File: config.mk
export PLATFORM = sky130hd
export DESIGN_NAME = dll_lock_seq
export DESIGN_NICKNAME = d
export VERILOG_FILES = /design/src/rtl/dll_seq_pkg.sv /design/src/rtl/hld_evt_filter.sv /design/src/rtl/dll_lock_seq.sv
export SDC_FILE = /design/constraint.sdc
export NUM_CORES = 1
export LEC_CHECK = 0
export CORE_ASPECT_RATIO = 0.75
export CORE_MARGIN = 8
export CORE_UTILIZATION = 53
export CTS_CLUSTER_DIAMETER = 200
export DETAILED_ROUTE_END_ITERATION = 8
export HOLD_SLACK_MARGIN = 0.15
export PLACE_DENSITY = 0.83
export SETUP_SLACK_MARGIN = 0.02
export SKIP_CTS_REPAIR_TIMING = 1
export SLEW_MARGIN = 20
export SYNTH_ARGS = -nofsm -noshare
export SYNTH_HDL_FRONTEND = slang
export SYNTH_HIERARCHICAL = 1
export SYNTH_SLANG_ARGS = --single-unit
export TNS_END_PERCENT = 10
File: constraint.sdc
create_clock -name clk_ext -period 1.7 [get_ports clk_ext]
set_input_delay 0.255 -clock clk_ext [delete_from_list [all_inputs] [get_ports clk_ext]]
set_output_delay 0.255 -clock clk_ext [all_outputs]
set_load 0.03 [all_outputs]
File: src/rtl/dll_seq_pkg.sv
// rtl/dll_seq_pkg.sv - shared state encoding, defaults and output decode for the DLL lock sequencer
package dll_seq_pkg;

  typedef enum logic [2:0] {
    IDLE   = 3'd0,
    INIT   = 3'd1,
    TRACK  = 3'd2,
    LOCKED = 3'd3,
    RETRY  = 3'd4,
    FAIL   = 3'd5
  } state_t;

  localparam int SETTLE_CYC_DEF = 32;
  localparam int WIN_CYC_DEF    = 128;
  localparam int LOCK_WIN_DEF   = 4;
  localparam int MAX_RETRY_DEF  = 7;
  localparam int CNT_W_DEF      = 8;

  typedef struct packed {
    logic sel;
    logic pd_rst;
    logic cp_en;
    logic locked;
    logic fail;
  } ctl_t;

  // Every state not listed keeps the delay line in reset with the pump off.
  function automatic ctl_t state_ctl(input state_t st);
    ctl_t c;
    c = '{sel: 1'b0, pd_rst: 1'b1, cp_en: 1'b0, locked: 1'b0, fail: 1'b0};
    case (st)
      TRACK: begin
        c.sel    = 1'b1;
        c.pd_rst = 1'b0;
        c.cp_en  = 1'b1;
      end
      LOCKED: begin
        c.sel    = 1'b1;
        c.pd_rst = 1'b0;
        c.cp_en  = 1'b1;
        c.locked = 1'b1;
      end
      FAIL: c.fail = 1'b1;
      default: ;
    endcase
    return c;
  endfunction

endpackage

File: src/rtl/hld_evt_filter.sv
// rtl/hld_evt_filter.sv - synchroniser and two-sample low filter for the detector's Reset_PD output
module hld_evt_filter (
  input  logic clk_ext,
  input  logic rst,
  input  logic clr,
  input  logic reset_pd,
  output logic hld_evt
);

  logic sync1;
  logic sync2;
  logic samp;

  // All flops idle at 1 ("no event"); clr flushes any stale low level.
  always_ff @(posedge clk_ext) begin
    if (rst || clr) begin
      sync1 <= 1'b1;
      sync2 <= 1'b1;
      samp  <= 1'b1;
    end else begin
      sync1 <= reset_pd;
      sync2 <= sync1;
      samp  <= sync2;
    end
  end

  assign hld_evt = ~sync2 & ~samp;

endmodule

File: src/rtl/dll_lock_seq.sv
// rtl/dll_lock_seq.sv - FMDLL lock sequencer: settle, observe windows, retry on harmonic lock, flag failure
module dll_lock_seq
  import dll_seq_pkg::*;
#(
  parameter int SETTLE_CYC = SETTLE_CYC_DEF,
  parameter int WIN_CYC    = WIN_CYC_DEF,
  parameter int LOCK_WIN   = LOCK_WIN_DEF,
  parameter int MAX_RETRY  = MAX_RETRY_DEF,
  parameter int CNT_W      = CNT_W_DEF
) (
  input  logic       clk_ext,
  input  logic       rst,
  input  logic       start,
  input  logic       reset_pd,
  output logic       sel,
  output logic       pd_rst,
  output logic       cp_en,
  output logic       locked,
  output logic       fail,
  output logic [2:0] retry_cnt,
  output logic [2:0] state
);

  localparam int                 CLEAN_W     = $clog2(LOCK_WIN + 1);
  localparam logic [CNT_W-1:0]   SETTLE_LAST = CNT_W'(SETTLE_CYC - 1);
  localparam logic [CNT_W-1:0]   WIN_LAST    = CNT_W'(WIN_CYC - 1);
  localparam logic [CLEAN_W-1:0] LOCK_LAST   = CLEAN_W'(LOCK_WIN - 1);
  localparam logic [2:0]         RETRY_MAX   = 3'(MAX_RETRY);

  state_t             state_q, state_d;
  logic [CNT_W-1:0]   cnt_q, cnt_d;
  logic [CLEAN_W-1:0] clean_q, clean_d;
  logic [2:0]         retry_q, retry_d;
  ctl_t               ctl_q;
  logic               clr;
  logic               hld_evt;

  hld_evt_filter u_filter (
    .clk_ext  (clk_ext),
    .rst      (rst),
    .clr      (clr),
    .reset_pd (reset_pd),
    .hld_evt  (hld_evt)
  );

  always_comb begin
    state_d = state_q;
    cnt_d   = cnt_q;
    clean_d = clean_q;
    retry_d = retry_q;
    clr     = 1'b0;
    if (!start) begin
      state_d = IDLE;
      cnt_d   = '0;
      clean_d = '0;
      retry_d = '0;
    end else begin
      case (state_q)
        IDLE: begin
          state_d = INIT;
          cnt_d   = '0;
        end
        INIT: begin
          if (cnt_q == SETTLE_LAST) begin
            state_d = TRACK;
            cnt_d   = '0;
            clean_d = '0;
            clr     = 1'b1;
          end else begin
            cnt_d = cnt_q + 1'b1;
          end
        end
        // An event on the window's last cycle still wins over the clean count.
        TRACK: begin
          if (hld_evt) begin
            state_d = RETRY;
            cnt_d   = '0;
          end else if (cnt_q == WIN_LAST) begin
            cnt_d   = '0;
            clean_d = clean_q + 1'b1;
            if (clean_q == LOCK_LAST) state_d = LOCKED;
          end else begin
            cnt_d = cnt_q + 1'b1;
          end
        end
        LOCKED: begin
          if (hld_evt) state_d = RETRY;
        end
        RETRY: begin
          cnt_d = '0;
          if (retry_q == RETRY_MAX) begin
            state_d = FAIL;
          end else begin
            state_d = INIT;
            retry_d = retry_q + 1'b1;
          end
        end
        FAIL: ;
        default: state_d = IDLE;
      endcase
    end
  end

  // Outputs are decoded from the next state so they line up with state_q.
  always_ff @(posedge clk_ext) begin
    if (rst) begin
      state_q <= IDLE;
      cnt_q   <= '0;
      clean_q <= '0;
      retry_q <= '0;
      ctl_q   <= state_ctl(IDLE);
    end else begin
      state_q <= state_d;
      cnt_q   <= cnt_d;
      clean_q <= clean_d;
      retry_q <= retry_d;
      ctl_q   <= state_ctl(state_d);
    end
  end

  assign sel       = ctl_q.sel;
  assign pd_rst    = ctl_q.pd_rst;
  assign cp_en     = ctl_q.cp_en;
  assign locked    = ctl_q.locked;
  assign fail      = ctl_q.fail;
  assign retry_cnt = retry_q;
  assign state     = state_q;

endmodule

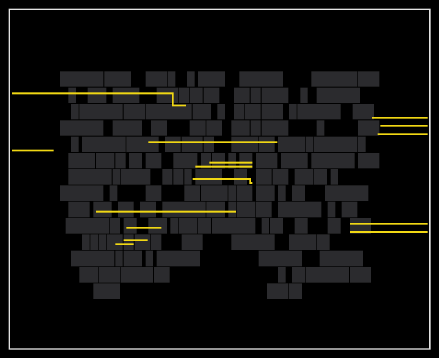
**Above:** run 1 (signal wires on met3).
(6 px per um) Cells faint in the background.
longest straight run: 26.7 um
nets with wire on the layer: 15
wire length on this layer: 170 um
main direction: horizontal
share of all routed wire: 6.7%

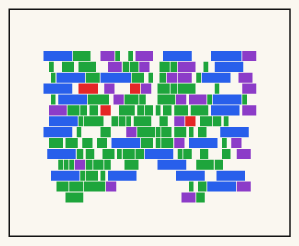
**Above:** run 1 (cell classes on the final placement).
(4 px per um)
[blue] sequential cells | cells: 24
[red] clock drivers and dummy loads | cells: 4
[purple] remaining buffers and delay cells | cells: 26
[green] remaining logic cells | cells: 93

==> flow.log, run 1 <==
[report] implementation figures
INFO  metric clock_buffer_count = 4
INFO  metric placed_area = 0.00137 sq mm
INFO  metric yosys-mux-area-fraction = 0.0261
INFO  metric status = completed
INFO  metric area_share_clock_buf_inv = 0.0253
INFO  metric clock.latency.late_pin = 0.31 ns
INFO  metric die_w = 69.8 um
INFO  metric most-common-layout-cells = sky130_fd_sc_hd__dfxtp_1 (22), sky130_fd_sc_hd__nor2_1 (18), sky130_fd_sc_hd__buf_4 (12)
INFO  metric critical-path-top-delay-family = buffers and inverters
INFO  metric gr-usage-met1 = 0.150
INFO  metric critPathMaxStageDelay = 0.69 ns
INFO  metric synth-seq-area-share = 0.417
INFO  metric end_of_flow_core_utilization = 0.706
INFO  metric grt_pass1_wl = 4200 um
INFO  metric syn-cell-area = 0.00115 sq mm
INFO  metric timing.final.crit_period = 1.64 ns
INFO  metric n_tap_cell = 24
INFO  metric yosys.stat.chipArea = 0.00115 sq mm
INFO  metric timing.final.crit_share = 0.962
INFO  metric fin_ws = 0.0650 ns
INFO  metric inverters = 5
INFO  metric grtUsageTotal = 0.125
INFO  metric final-setup-viol-count = 0
INFO  metric worstPathMaxFanout = 3
INFO  metric post_synth_main_logic_family = simple AND/OR/NAND/NOR gates
INFO  metric gp_congestion = 0.868
INFO  metric power.switching_fraction = 0.205
INFO  metric ys_async_rst_share = 0
INFO  metric dr_total_vias = 977
INFO  metric vias_per_cell = 5.71
INFO  metric number_of_flops_mapped_to_enable_cells_by_yosys = 0
INFO  metric ys_seq_elements = 24
INFO  metric initial_antenna_violation_count = 0
INFO  metric routed_wl = 2550 um
INFO  metric pwr-share-comb = 0.052
INFO  metric multiInputGateArea = 627 sq um
INFO  metric htreeDepth = 1
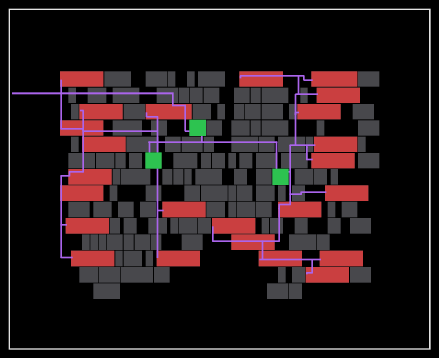
**Above:** run 1 (clock network drawn from the DEF).
(6 px per um)
[red] flip-flops | count: 24
[green] clock-net drivers | count: 3
[purple] clock wires | length: 243 um
routed clock nets: 4

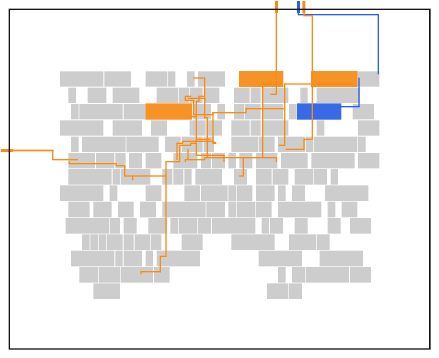
**Above:** run 1 (wires at chosen ports, followed through buffers).
(6 px per um)
[blue] `locked` | direction: output | edge: top | end cells: 1 | buffers: 1 | wire: 31.7 um
[orange] `state` | direction: output | edge: 2 top, 1 left | end cells: 3 | buffers: 3 | wire: 242 um
IO Port Bufs: 14
ports placed on the boundary: 15

[run 1: how the worst max path moves through the flow]
stage / endpoint / slack (ns) / cells past startpoint
CTS: state[0] / -0.11 / 1
global placement: clean_q[1] / 0.12 / 4
finish: retry_cnt[1] / 0.06 / 1
global route: clean_q[2] / 0.01 / 4
detailed placement: clean_q[1] / 0.05 / 4
floorplan: clean_q[1] / 0.04 / 5
[run 1: metal layers]
| metal | vias to the layer above | routed length (um) |
|---|---|---|
| met5 | - | 0 |
| met2 | 26 | 1230 |
| met1 | 465 | 1140 |
| li1 | 486 | - |
| met3 | 0 | 169 |
| met4 | 0 | 0 |
[run 1: state kept, by name, indices dropped and copies added (netlist names), 3 cells and up]
register and flops:
state 3, cnt_q 8, clean_q 3, retry_cnt 3
==> run 2, diff against run 1 <==
HOLD_SLACK_MARGIN = 0.08   (was 0.15)
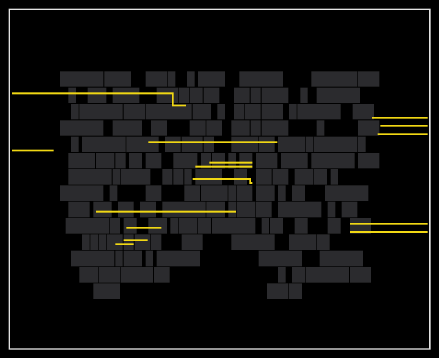
**Above:** run 2 (signal wires on met3).
(6 px per um) Cells faint in the background.
nets with wire on the layer: 15
share of all routed wire: 6.7%
main direction: horizontal
longest straight run: 26.7 um
met3 Usage GRT: 0.0509
Routed WL: 2550 um

==> run 2 against run 1 <==
  * Clock power about the same
  * Largest cell class unchanged
  * Highest routed layer unchanged
  * Utilization is the same
  * Synthesized area did not move
  * First-iteration DRC count unchanged
  * Register-to-register slack about the same
==> flow.log, run 2 <==
[report] implementation figures
INFO  metric largest-register = cnt_q
INFO  metric end_of_flow_core_utilization = 0.706 (unchanged)
INFO  metric area_share_clock_buf_inv = 0.0253 (unchanged)
INFO  metric ioPinCount = 15 (unchanged)
INFO  metric initial_antenna_violation_count = 0 (unchanged)
INFO  metric n_tap_cell = 24 (unchanged)
INFO  metric wirelength_met1 = 1140 um (unchanged)
INFO  metric largest_register_ffs = 8 (unchanged)
INFO  metric multiInputGateArea = 627 sq um (unchanged)
INFO  metric pwr-share-comb = 0.052 (about the same)
INFO  metric inverters = 5 (unchanged)
INFO  metric htreeDepth = 1 (unchanged)
INFO  metric final-setup-viol-count = 0 (unchanged)
INFO  metric gr-usage-met1 = 0.150 (unchanged)
INFO  metric vias_per_cell = 5.71 (unchanged)
INFO  metric critPathMaxStageDelay = 0.69 ns (about the same)
INFO  metric grt_pass1_wl = 4200 um (unchanged)
INFO  metric wire_per_inst = 14.9 um
INFO  metric wl_met2 = 1230 um (unchanged)
INFO  metric clock.latency.late_pin = 0.31 ns (about the same)
INFO  metric syn-cell-area = 0.00115 sq mm (unchanged)
INFO  metric dr_total_vias = 977 (unchanged)
INFO  metric crit_cells = 1 (unchanged)
INFO  metric yosys.stat.chipArea = 0.00115 sq mm (unchanged)
INFO  metric top_layer_used = met3
INFO  metric placed_area = 0.00137 sq mm (unchanged)
INFO  metric timing.final.crit_share = 0.962 (unchanged)
INFO  metric die_w = 69.8 um (unchanged)
INFO  metric fin_ws = 0.0650 ns (unchanged)
INFO  metric met3_wirelength = 169 um (unchanged)
INFO  metric timing.final.crit_period = 1.64 ns (unchanged)
INFO  metric power.switching_fraction = 0.205 (unchanged)
INFO  metric ys_seq_elements = 24 (unchanged)
INFO  metric ys_async_rst_share = 0 (unchanged)
INFO  metric critPathCaptureType = primary output
INFO  metric port_buffers = 14 (unchanged)
INFO  metric status = completed
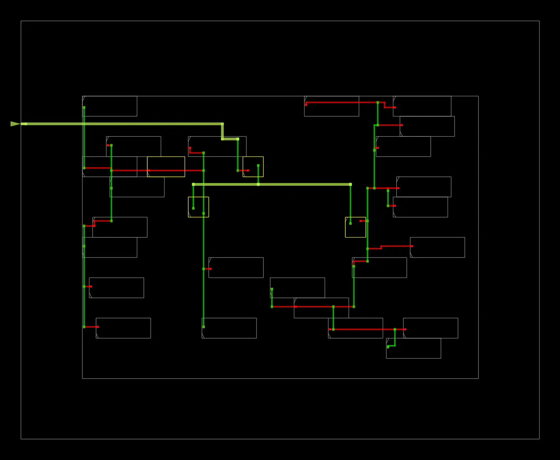
**Above:** run 2 (clock nets).
number of buffers added by the clock tree synthesis step: 3
number of flip-flops and latches: 24

run 2: logic make-up after synthesis:
kind of cell               after synthesis  share of synthesized area
AOI/OAI and AO/OA                       19                      0.130
xor gates and xnor gates                 7                     0.0532
adders and majority gates                6                     0.0641
buffers and inverters                   11                     0.0532
DFF                                     24                      0.417
muxes                                    3                     0.0261
and+or+nand+nor                         53                      0.256
run 2: path summary, 6_finish.rpt:
path	start	to	slack [ns]
hold / removal	u_filter/sync1	u_filter/sync2	0.42
hold reg to reg	u_filter/sync1	u_filter/sync2	0.42
setup reg to reg	cnt_q[5]	clean_q[1]	0.08
setup / recovery	retry_cnt[1]	retry_cnt[1]	0.06
**Run 2: wires at chosen ports, followed through buffers**

(6 px per um)
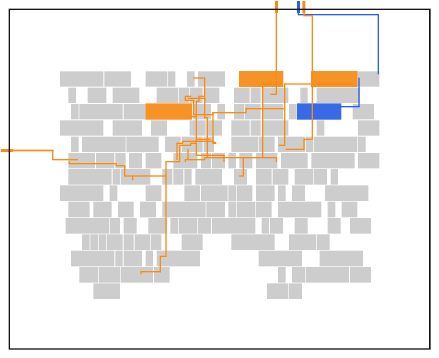

==> run 3, diff against run 2 <==
RECOVER_POWER = 25   (was not set)
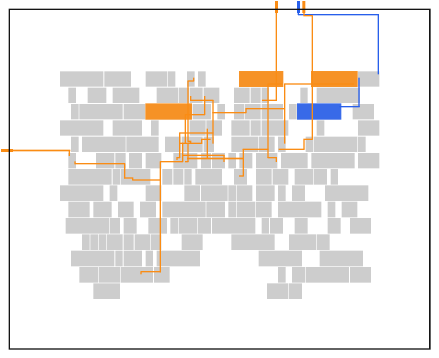
**Above:** run 3 (wires at chosen ports, followed through buffers).
(6 px per um)
[blue] `locked` | direction: output | edge: top | end cells: 1 | buffers: 1 | wire: 31.7 um
[orange] `state` | direction: output | edge: 2 top, 1 left | end cells: 3 | buffers: 3 | wire: 240 um

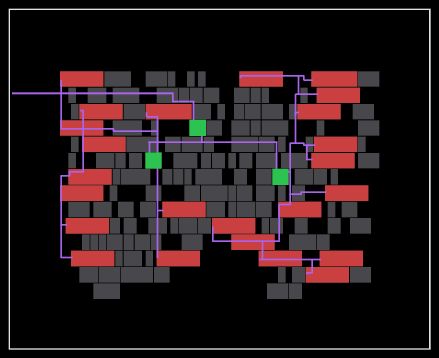
**Above:** run 3 (clock network drawn from the DEF).
(6 px per um)
[red] flip-flops | count: 24
[green] clock-net drivers | count: 3
[purple] clock wires | length: 243 um
routed clock nets: 4
largest clock skew in the final design: 0.00563 ns
proportion of power drawn by the clock network: 0.320
Skew-Pair Late Insertion Delay: 0.31 ns

==> run 3 against run 2 <==
  * Routed wire length barely moved
  * Hold slack barely moved
  * Synthesized area did not move
  * Synthesized cell count did not move
  * Worst setup slack got worse by 0.0020 ns
  * Largest power group unchanged
  * Non-clock buffer count did not move
==> flow.log, run 3 <==
[report] implementation figures
INFO  metric syn-cell-area = 0.00115 sq mm (unchanged)
INFO  metric regToRegSetupSlack = 0.07 ns (about the same)
INFO  metric multiInputGateArea = 627 sq um (unchanged)
INFO  metric worstReg2RegEnd = clean_q[1]
INFO  metric groute.layer.met3.usage = 0.0509 (unchanged)
INFO  metric status = completed
INFO  metric min_delay_endpoint = u_filter/sync2
INFO  metric wl_met2 = 1230 um (-0.49%)
INFO  metric wire_per_inst = 14.9 um (about the same)
INFO  metric vias_per_cell = 5.70 (-0.20%)
INFO  metric placed_area = 0.00137 sq mm (unchanged)
INFO  metric yosys.stat.chipArea = 0.00115 sq mm (unchanged)
INFO  metric n_tap_cell = 24 (unchanged)
INFO  metric gr-usage-met1 = 0.150 (unchanged)
INFO  metric port_buffers = 14 (unchanged)
INFO  metric wirelength_met1 = 1160 um (+1.4%)
INFO  metric timing.final.crit_share = 0.963 (+0.00119)
INFO  metric die_w = 69.8 um (unchanged)
INFO  metric met3_wirelength = 161 um (-4.7%)
INFO  metric routed_wl = 2550 um (about the same)
INFO  metric crit_start = retry_cnt[1]
INFO  metric area_share_clock_buf_inv = 0.0260 (+0.000702)
INFO  metric initial_antenna_violation_count = 0 (unchanged)
INFO  metric cts_inserted_buffers = 3 (unchanged)
INFO  metric critPathMaxStageDelay = 0.69 ns (about the same)
INFO  metric crit_cells = 1 (unchanged)
INFO  metric final-setup-viol-count = 0 (unchanged)
run 3: cell types whose count changed in the layout (fill, tap and decap cells not counted):
cell,previous run,this run
sky130_fd_sc_hd__clkbuf_1,0,5
sky130_fd_sc_hd__buf_4,12,11
sky130_fd_sc_hd__dlymetal6s2s_1,4,0
run 3: where the power goes:
group	internal, uW	switching (uW)
Combinational	22.1	24.1
Clock	131	160
Sequential	568	4.53
Total	720	188
run 3: cells by family (layout without fill, tap and decap cells):
kind of cell	after synthesis	after routing	synth area share
buffers and inverters	11	35	0.0532
AND/OR/NAND/NOR	53	53	0.256
adder cells (fa/ha/maj)	6	6	0.0641
AND-OR/OR-AND	19	19	0.130
multiplexers	3	3	0.0261
XOR/XNOR	7	7	0.0532
flip-flops	24	24	0.417
No activity file was given, so power comes from the tool's default toggle rates.
